**src/rtl/axi_lite_if.sv**
```systemverilog
// AXI4-Lite channel bundle shared between one master and its slaves.
// Carries the AW/W/B/AR/R channels; protection signals are not modelled.
interface axi_lite_if #(
    parameter int unsigned ADDR_W = 32,
    parameter int unsigned DATA_W = 32
);
    logic [ADDR_W-1:0]   awaddr;
    logic                awvalid;
    logic                awready;
    logic [DATA_W-1:0]   wdata;
    logic [DATA_W/8-1:0] wstrb;
    logic                wvalid;
    logic                wready;
    logic [1:0]          bresp;
    logic                bvalid;
    logic                bready;
    logic [ADDR_W-1:0]   araddr;
    logic                arvalid;
    logic                arready;
    logic [DATA_W-1:0]   rdata;
    logic [1:0]          rresp;
    logic                rvalid;
    logic                rready;

    modport master (
        output awaddr, awvalid, wdata, wstrb, wvalid, bready, araddr, arvalid, rready,
        input  awready, wready, bresp, bvalid, arready, rdata, rresp, rvalid
    );

    modport slave (
        input  awaddr, awvalid, wdata, wstrb, wvalid, bready, araddr, arvalid, rready,
        output awready, wready, bresp, bvalid, arready, rdata, rresp, rvalid
    );
endinterface

```
**src/rtl/axi_lite_master.sv**
```systemverilog
// Single-outstanding request/response port bridged onto an AXI4-Lite master.
// Optional AXI_MASTER_ALIGN_CHECK_EN: misaligned requests are answered with an error, no AXI traffic.
module axi_lite_master #(
    parameter int unsigned ADDR_W = 32,
    parameter int unsigned DATA_W = 32
) (
    input  logic                clk,
    input  logic                reset,
    input  logic                req_valid,
    output logic                req_ready,
    input  logic                req_we,
    input  logic [ADDR_W-1:0]   req_addr,
    input  logic [DATA_W-1:0]   req_wdata,
    input  logic [DATA_W/8-1:0] req_wstrb,
    output logic                rsp_valid,
    input  logic                rsp_ready,
    output logic [DATA_W-1:0]   rsp_rdata,
    output logic                rsp_err,
    output logic                busy,
    axi_lite_if.master          m
);
    typedef enum logic [2:0] {StIdle, StRdAddr, StRdData, StWrReq, StWrResp, StResp} state_e;

    state_e              state_q, state_d;
    logic [ADDR_W-1:0]   addr_q, addr_d;
    logic [DATA_W-1:0]   wdata_q, wdata_d;
    logic [DATA_W/8-1:0] wstrb_q, wstrb_d;
    logic                aw_done_q, aw_done_d;
    logic                w_done_q, w_done_d;
    logic [DATA_W-1:0]   rdata_q, rdata_d;
    logic                err_q, err_d;

`ifdef AXI_MASTER_ALIGN_CHECK_EN
    localparam int unsigned OffW = $clog2(DATA_W / 8);
    logic misaligned;
    assign misaligned = |req_addr[OffW-1:0];
`endif

    always_comb begin
        state_d   = state_q;
        addr_d    = addr_q;
        wdata_d   = wdata_q;
        wstrb_d   = wstrb_q;
        aw_done_d = aw_done_q;
        w_done_d  = w_done_q;
        rdata_d   = rdata_q;
        err_d     = err_q;
        unique case (state_q)
            StIdle: begin
                if (req_valid) begin
                    addr_d    = req_addr;
                    wdata_d   = req_wdata;
                    wstrb_d   = req_wstrb;
                    aw_done_d = 1'b0;
                    w_done_d  = 1'b0;
                    rdata_d   = '0;
                    err_d     = 1'b0;
                    state_d   = req_we ? StWrReq : StRdAddr;
`ifdef AXI_MASTER_ALIGN_CHECK_EN
                    if (misaligned) begin
                        err_d   = 1'b1;
                        state_d = StResp;
                    end
`endif
                end
            end
            StRdAddr: begin
                if (m.arready) state_d = StRdData;
            end
            StRdData: begin
                if (m.rvalid) begin
                    rdata_d = m.rdata;
                    err_d   = |m.rresp;
                    state_d = StResp;
                end
            end
            StWrReq: begin
                // Each channel retires on its own handshake; leave once both have.
                aw_done_d = aw_done_q | m.awready;
                w_done_d  = w_done_q | m.wready;
                if (aw_done_d && w_done_d) state_d = StWrResp;
            end
            StWrResp: begin
                if (m.bvalid) begin
                    rdata_d = '0;
                    err_d   = |m.bresp;
                    state_d = StResp;
                end
            end
            StResp: begin
                if (rsp_ready) state_d = StIdle;
            end
            default: state_d = StIdle;
        endcase
    end

    always_ff @(posedge clk or posedge reset) begin
        if (reset) begin
            state_q   <= StIdle;
            addr_q    <= '0;
            wdata_q   <= '0;
            wstrb_q   <= '0;
            aw_done_q <= 1'b0;
            w_done_q  <= 1'b0;
            rdata_q   <= '0;
            err_q     <= 1'b0;
        end else begin
            state_q   <= state_d;
            addr_q    <= addr_d;
            wdata_q   <= wdata_d;
            wstrb_q   <= wstrb_d;
            aw_done_q <= aw_done_d;
            w_done_q  <= w_done_d;
            rdata_q   <= rdata_d;
            err_q     <= err_d;
        end
    end

    // All AXI outputs decode from registers only, so reset clears them asynchronously.
    assign req_ready = (state_q == StIdle);
    assign busy      = (state_q != StIdle);
    assign rsp_valid = (state_q == StResp);
    assign rsp_rdata = rdata_q;
    assign rsp_err   = err_q;

    assign m.arvalid = (state_q == StRdAddr);
    assign m.araddr  = addr_q;
    assign m.rready  = (state_q == StRdData);
    assign m.awvalid = (state_q == StWrReq) && !aw_done_q;
    assign m.awaddr  = addr_q;
    assign m.wvalid  = (state_q == StWrReq) && !w_done_q;
    assign m.wdata   = wdata_q;
    assign m.wstrb   = wstrb_q;
    assign m.bready  = (state_q == StWrResp);
endmodule

```
**src/flat_wrapper.sv**
```systemverilog
// flat-port wrapper written by rule: the top's interface ports become plain ports
module axi_lite_master_flat 
#(
    parameter int unsigned ADDR_W = 32,
    parameter int unsigned DATA_W = 32
)
  (clk, reset, req_valid, req_ready, req_we, req_addr, req_wdata, req_wstrb, rsp_valid, rsp_ready, rsp_rdata, rsp_err, busy, m_awaddr, m_awvalid, m_wdata, m_wstrb, m_wvalid, m_bready, m_araddr, m_arvalid, m_rready, m_awready, m_wready, m_bresp, m_bvalid, m_arready, m_rdata, m_rresp, m_rvalid);
  axi_lite_if #(.ADDR_W(ADDR_W), .DATA_W(DATA_W)) m_i ();
  input  logic clk;
  input  logic reset;
  input  logic req_valid;
  output logic req_ready;
  input  logic req_we;
  input  logic [ADDR_W-1:0] req_addr;
  input  logic [DATA_W-1:0] req_wdata;
  input  logic [DATA_W/8-1:0] req_wstrb;
  output logic rsp_valid;
  input  logic rsp_ready;
  output logic [DATA_W-1:0] rsp_rdata;
  output logic rsp_err;
  output logic busy;
  output wire logic [$bits(m_i.awaddr)-1:0] m_awaddr;
  output wire logic [$bits(m_i.awvalid)-1:0] m_awvalid;
  output wire logic [$bits(m_i.wdata)-1:0] m_wdata;
  output wire logic [$bits(m_i.wstrb)-1:0] m_wstrb;
  output wire logic [$bits(m_i.wvalid)-1:0] m_wvalid;
  output wire logic [$bits(m_i.bready)-1:0] m_bready;
  output wire logic [$bits(m_i.araddr)-1:0] m_araddr;
  output wire logic [$bits(m_i.arvalid)-1:0] m_arvalid;
  output wire logic [$bits(m_i.rready)-1:0] m_rready;
  input wire logic [$bits(m_i.awready)-1:0] m_awready;
  input wire logic [$bits(m_i.wready)-1:0] m_wready;
  input wire logic [$bits(m_i.bresp)-1:0] m_bresp;
  input wire logic [$bits(m_i.bvalid)-1:0] m_bvalid;
  input wire logic [$bits(m_i.arready)-1:0] m_arready;
  input wire logic [$bits(m_i.rdata)-1:0] m_rdata;
  input wire logic [$bits(m_i.rresp)-1:0] m_rresp;
  input wire logic [$bits(m_i.rvalid)-1:0] m_rvalid;
  assign m_awaddr = m_i.awaddr;
  assign m_awvalid = m_i.awvalid;
  assign m_wdata = m_i.wdata;
  assign m_wstrb = m_i.wstrb;
  assign m_wvalid = m_i.wvalid;
  assign m_bready = m_i.bready;
  assign m_araddr = m_i.araddr;
  assign m_arvalid = m_i.arvalid;
  assign m_rready = m_i.rready;
  assign m_i.awready = m_awready;
  assign m_i.wready = m_wready;
  assign m_i.bresp = m_bresp;
  assign m_i.bvalid = m_bvalid;
  assign m_i.arready = m_arready;
  assign m_i.rdata = m_rdata;
  assign m_i.rresp = m_rresp;
  assign m_i.rvalid = m_rvalid;
  axi_lite_master #(.ADDR_W(ADDR_W), .DATA_W(DATA_W)) u_core (.clk(clk), .reset(reset), .req_valid(req_valid), .req_ready(req_ready), .req_we(req_we), .req_addr(req_addr), .req_wdata(req_wdata), .req_wstrb(req_wstrb), .rsp_valid(rsp_valid), .rsp_ready(rsp_ready), .rsp_rdata(rsp_rdata), .rsp_err(rsp_err), .busy(busy), .m(m_i));
endmodule
```
**config.mk**
```make
export PLATFORM = sky130hd
export DESIGN_NAME = axi_lite_master_flat
export DESIGN_NICKNAME = d
export VERILOG_FILES = /design/src/rtl/axi_lite_if.sv /design/src/rtl/axi_lite_master.sv /design/src/flat_wrapper.sv
export SDC_FILE = /design/constraint.sdc
export NUM_CORES = 1
export LEC_CHECK = 0
export ABC_AREA = 1
export CAP_MARGIN = 10
export CORE_UTILIZATION = 39
export CTS_CLUSTER_SIZE = 12
export DETAILED_ROUTE_END_ITERATION = 8
export MAX_ROUTING_LAYER = met4
export PLACE_DENSITY = 0.91
export SLEW_MARGIN = 20
export SYNTH_ARGS = -nofsm -noshare
export SYNTH_HDL_FRONTEND = slang
export SYNTH_SLANG_ARGS = --single-unit
```
**constraint.sdc**
```tcl
create_clock -name clk -period 3.6 [get_ports clk]
set_input_delay 0.54 -clock clk [delete_from_list [all_inputs] [get_ports clk]]
set_output_delay 0.54 -clock clk [all_outputs]
set_load 0.005 [all_outputs]
```
Fig. 1: run 1, pin placement
Pins as bars across the die edge, other pins in grey.
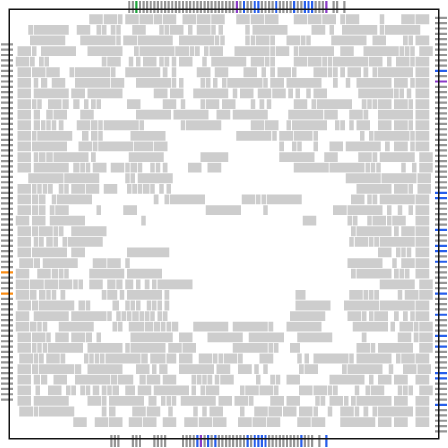
port	colour	pins	direction	edge
reset	green	1	input	top
req_addr	blue	32	input	14 right, 10 bottom, 8 top
m_rresp	orange	2	input	left
req_wstrb	purple	4	input	2 top, 1 right, 1 bottom

Fig. 2: run 1, where the registers sit
Other sequential cells in the stronger grey, the rest of the logic in the fainter grey.
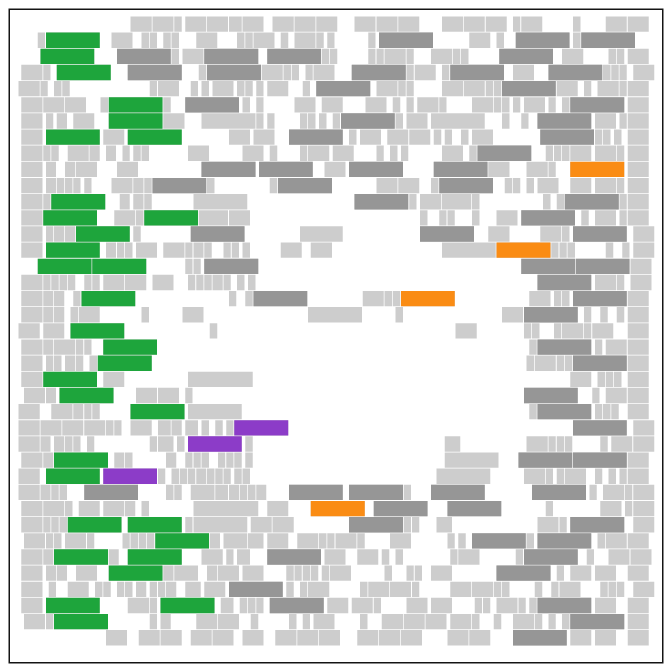
name in the netlist	colour	sequential cells
u_core.m.wstrb	orange	4
u_core.rsp_rdata	green	32
u_core.state_q	purple	3

Fig. 3: run 1, routing congestion map
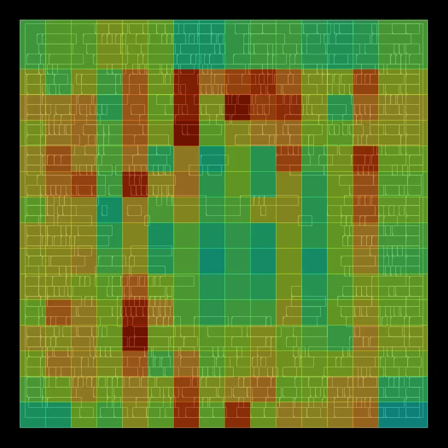
global-route track usage on met2: 33.7%
met3 capacity usage during global routing: 4.09%
Routed WL per cell: 13.7 um
Total GRT Usage: 20.8%

==> flow report, run 1 <==
FINAL LAYOUT
---------------------------------------------------------------------------------
Comb area                                                            0.00140 sq mm
Highest-count cells in the layout ignoring fill and taps             292 x sky130_fd_sc_hd__nand2_1, 254 x sky130_fd_sc_hd__clkdlybuf4s50_1, 106 x sky130_fd_sc_hd__dfrtp_1, 37 x sky130_fd_sc_hd__nand3_1, 16 x sky130_fd_sc_hd__inv_1
Most common cell after layout, fill and taps aside                   sky130_fd_sc_hd__nand2_1
Share of the final layout cell area in sequential cells                     36.7%
Cell class ranked first by area                                      flip-flops and latches
Core occupancy in the finished layout                                       63.5%
Summed area of non-filler cells in the final layout                  0.00722 sq mm
Layout inverter count without the clock tree                                   20
Num sequential                                                                106
Share of final layout cell area taken by non-clock buffers                  35.8%
Area taken by flip-flops and latches                                 0.00265 sq mm
Clock buf count                                                                11
Share of layout cells above drive strength 1                                3.74%
Number of nets in the final layout                                            859
Final clock-cell share                                                      4.54%
Multi-input logic cell count                                                  350
Number of inserted diodes                                                       0
Area Overhead vs Synth                                                      59.4%

WORST SETUP PATH
---------------------------------------------------------------------------------
Crit. End Element                                                     output port
Largest stage delay, worst path                                           0.58 ns
Launch point of the worst path                                       u_core.state_q[2]
CP Max Fanout                                                                  34
Cell chain of the critical path                                      inv_1 > nand2_1 > nor2_2 > buf_4 > clkdlybuf4s50_1
Launching point of the worst reg2reg path                            u_core.state_q[0]
Register-to-Register Setup Slack                                          1.63 ns
Register-to-Register Path Depth                                                 8
Kind of cell adding the most delay to the critical path              buffers and inverters
Kind of start point of the critical path                                flip-flop
Category of the most critical setup path                             flip-flop to output port
Crit path buf inv count                                                         3
CP Data Arrival Time                                                      2.07 ns
Path length in cells of the critical path                                       5
Slowest-stage cell, CP                                               sky130_fd_sc_hd__clkdlybuf4s50_1

MIN PATH
---------------------------------------------------------------------------------
Launch instance of the worst min-delay path                          u_core.m.wdata[22]
Cell count of the worst hold path                                               2
Worst min-delay path class                                           flip-flop to flip-flop

ROUTING
---------------------------------------------------------------------------------
Met3 wirelength from detailed routing                                      818 um
Wire length on met1                                                       5.02 mm
Initial drt markers                                                           212
Detail Route met2 WL                                                      6.08 mm
Via-to-Cell Ratio                                                            4.62
Highest layer used for signal routing                                        met4
Total routed wirelength                                                   12.2 mm
Number of detailed-routing iterations run before antenna repair                 4
Count of vias placed by the detailed router                                  4124

LOGIC SYNTHESIS
---------------------------------------------------------------------------------
Post-synth area from yosys stat                                      0.00453 sq mm
Synthesized instance count                                                    532
FA/HA/MAJ Cells, Area Fraction                                                 0%
Portion of synthesized cell area occupied by the leading cell type          58.5%
Cell taking the most area after synthesis                            sky130_fd_sc_hd__dfrtp_1
Post-synthesis cell area                                             0.00453 sq mm
Synthesized area divided by synthesized cell count                     8.52 sq um
Xor and xnor area share after synthesis                                        0%
Post-synthesis sequential element count                                       106
Area fraction in and, or, nand and nor cells after synthesis                30.3%
Cells taking the most area after synthesis                           sky130_fd_sc_hd__dfrtp_1 59%, sky130_fd_sc_hd__nand2_1 24%, sky130_fd_sc_hd__buf_4 6.0%
Number of nets in the synthesized netlist                                     646
Number of library cell types mapped by synthesis                               17
Cells in synth_stat.txt                                                       532

CTS
---------------------------------------------------------------------------------
Clk Latency, worst-skew pair                                              0.34 ns
Post-CTS Hold Fix Bufs                                                          0
TritonCTS clock tree                                                         done
Clk sinks                                                                     106
Post_cts resized                                                                0
Number of buffers added for setup after CTS                                     0
Clock-pin slew on the worst setup and hold paths                          0.07 ns
Number of buffers on the longest clock path                                     2
Clock tree root driver cell                                          sky130_fd_sc_hd__clkbuf_16

PLACEMENT
---------------------------------------------------------------------------------
Instance area at placement                                           0.00690 sq mm
Number of instances in the placed design                                      877
Final weighted congestion of routability-driven global placement            0.834
Post-placement worst setup slack                                          1.29 ns
Number of buffer cells added on primary ports                                 254

GRT
---------------------------------------------------------------------------------
Pin count of the biggest net entering global routing                           71
Busiest metal layer after global routing                                     met2
Number of global-route vias before repair                                    3868
First-pass GRT wire length                                                18.5 mm
Met1 track demand over resource                                             25.2%
Antenna violations before repair                                                0
Total congestion overflow after global routing                                  0

PWR
---------------------------------------------------------------------------------
Pwr Total                                                                 5.88 mW
Cell-internal power                                                       3.93 mW
Ratio of total power to cell area                                     814 mW/mm^2
Clock group share of total power                                            18.2%
Part of the total power dissipated in combinational logic                   46.4%
Leakage power total                                                       3.56 nW
Top Consumer                                                         combinational logic
Switching power                                                           1.95 mW
Largest voltage drop on the vdd net                                        441 uV
Sw frac                                                                     33.2%
Sequential power                                                          2.08 mW
Clock distribution power                                                  1.07 mW
Share of total power in sequential cells                                    35.4%
Combinational power                                                       2.73 mW

TIMING
---------------------------------------------------------------------------------
Maximum operating frequency                                               383 MHz
Slew Limit Fails                                                                0
Final setup slack of the worst path                                      0.986 ns
Fraction of the cycle the final worst path needs                            72.6%
Slew @ Worst Pin                                                         0.736 ns
Final setup vio count                                                           0
Sum Neg Setup Slack                                                          0 ns
Setup repair after global routing missed its margin                         false
Worst hold-check slack                                                   0.471 ns
Worst Skew                                                             0.00655 ns
Rel. slew slack                                                             50.9%
Fin crit period                                                           2.61 ns

DIE
---------------------------------------------------------------------------------
Total die area                                                       0.0121 sq mm
Horizontal die size                                                        110 um
Cell Rows                                                                      39
Top-Level Pins                                                                255
Die height                                                                 110 um
Core region area                                                     0.0114 sq mm
Tap cells                                                                     143
Fp util                                                                     39.9%

RUN STATUS
---------------------------------------------------------------------------------
Result of the run                                                    finished clean

FLOW RUN
---------------------------------------------------------------------------------
Number of max-cap violations                                                    0

Fig. 4: run 1, clock network drawn from the DEF
Scale bar: 20 um.
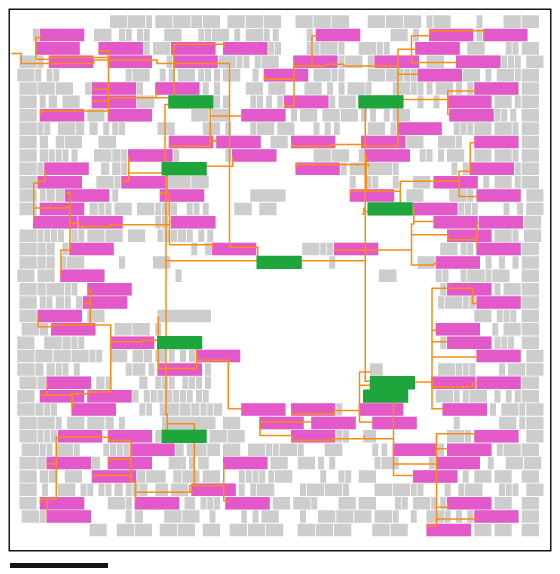

==> inputs of run 2 (changes only) <==
--- a/config.mk
+++ b/config.mk
@@ -7,11 +7,11 @@
 export LEC_CHECK = 0
 export ABC_AREA = 1
 export CAP_MARGIN = 10
-export CORE_UTILIZATION = 39
+export CORE_UTILIZATION = 35
 export CTS_CLUSTER_SIZE = 12
 export DETAILED_ROUTE_END_ITERATION = 8
 export MAX_ROUTING_LAYER = met4
-export PLACE_DENSITY = 0.91
+export PLACE_DENSITY = 0.87
 export SLEW_MARGIN = 20
 export SYNTH_ARGS = -nofsm -noshare
 export SYNTH_HDL_FRONTEND = slang
==> constraint.sdc (replaced) <==
create_clock -name clk -period 2.2 [get_ports clk]
set_input_delay 0.33 -clock clk [delete_from_list [all_inputs] [get_ports clk]]
set_output_delay 0.33 -clock clk [all_outputs]
set_load 0.005 [all_outputs]
Fig. 5: run 2, clock network drawn from the DEF
Scale bar: 20 um.
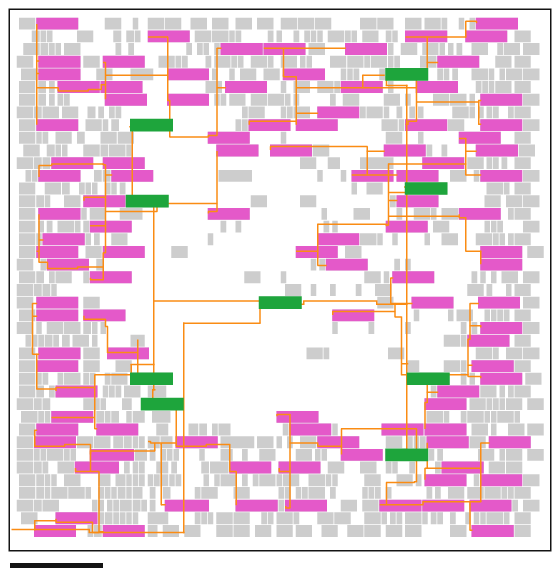
[clock wires] orange | length: 1340 um
[flip-flops] magenta | count: 106
[clock-net drivers] green | count: 9
flops lie	all over the die
routed clock nets	10

==> flow report, run 2 <==
RUN STATUS
-------------------------------------------------------------------------------
Result of the run                                                  finished clean

PWR
-------------------------------------------------------------------------------
Part of the total power dissipated in combinational logic                 48.4%
Leakage power total                                                     3.59 nW
Top Consumer                                                       combinational logic
Cell-internal power                                                     6.29 mW
Share of total power in sequential cells                                  35.5%
Pwr Total                                                               9.55 mW

WORST SETUP PATH
-------------------------------------------------------------------------------
Largest stage delay, worst path                                         0.52 ns
CP Max Fanout                                                                 4
Crit. End Element                                                   output port

GRT
-------------------------------------------------------------------------------
First-pass GRT wire length                                              19.8 mm
Met3 capacity usage during global routing                                 6.85%
Global-route track usage on met2                                          33.1%
Number of global-route vias before repair                                  3971
Met1 track demand over resource                                           22.2%
Busiest metal layer after global routing                                   met2
Total GRT Usage                                                           20.0%

FINAL LAYOUT
-------------------------------------------------------------------------------
Comb area                                                          0.00141 sq mm
Core occupancy in the finished layout                                     57.9%
Summed area of non-filler cells in the final layout                0.00731 sq mm
Clock buf count                                                              12
Final clock-cell share                                                    3.83%
Layout inverter count without the clock tree                                 20
Multi-input logic cell count                                                350
Area Overhead vs Synth                                                    61.3%
Num sequential                                                              106

LOGIC SYNTHESIS
-------------------------------------------------------------------------------
Post-synthesis cell area                                           0.00453 sq mm
Cell taking the most area after synthesis                          sky130_fd_sc_hd__dfrtp_1
Synthesized instance count                                                  532
Cells taking the most area after synthesis                         sky130_fd_sc_hd__dfrtp_1 59%, sky130_fd_sc_hd__nand2_1 24%, sky130_fd_sc_hd__buf_4 6.0%
Synthesized area divided by synthesized cell count                   8.52 sq um
Area fraction in and, or, nand and nor cells after synthesis              30.3%
Post-synth area from yosys stat                                    0.00453 sq mm
Number of library cell types mapped by synthesis                             17

DIE
-------------------------------------------------------------------------------
Die height                                                               116 um
Core region area                                                   0.0126 sq mm
Tap cells                                                                   172
Top-Level Pins                                                              255
Fp util                                                                   35.9%

ROUTING
-------------------------------------------------------------------------------
Met3 wirelength from detailed routing                                   1.25 mm
Wire length on met1                                                     5.15 mm
Via-to-Cell Ratio                                                          4.43
Count of vias placed by the detailed router                                4118

TIMING
-------------------------------------------------------------------------------
Fraction of the cycle the final worst path needs                          94.8%
Fin crit period                                                         2.09 ns
Slew @ Worst Pin                                                       0.721 ns
Final setup vio count                                                         0
Setup repair after global routing missed its margin                       false
Rel. slew slack                                                           51.9%
Worst Skew                                                           0.00748 ns
Sum Neg Setup Slack                                                        0 ns

CTS
-------------------------------------------------------------------------------
Post_cts resized                                                              3
Number of buffers on the longest clock path                                   2
Clock tree root driver cell                                        sky130_fd_sc_hd__clkbuf_16
Clock-pin slew on the worst setup and hold paths                        0.07 ns
Clk sinks                                                                   106
TritonCTS clock tree                                                       done

PLACEMENT
-------------------------------------------------------------------------------
Post-placement worst setup slack                                       0.276 ns
Final weighted congestion of routability-driven global placement          0.796

FLOW RUN
-------------------------------------------------------------------------------
Number of max-cap violations                                                  0

Power is estimated from default activity; no workload was simulated.
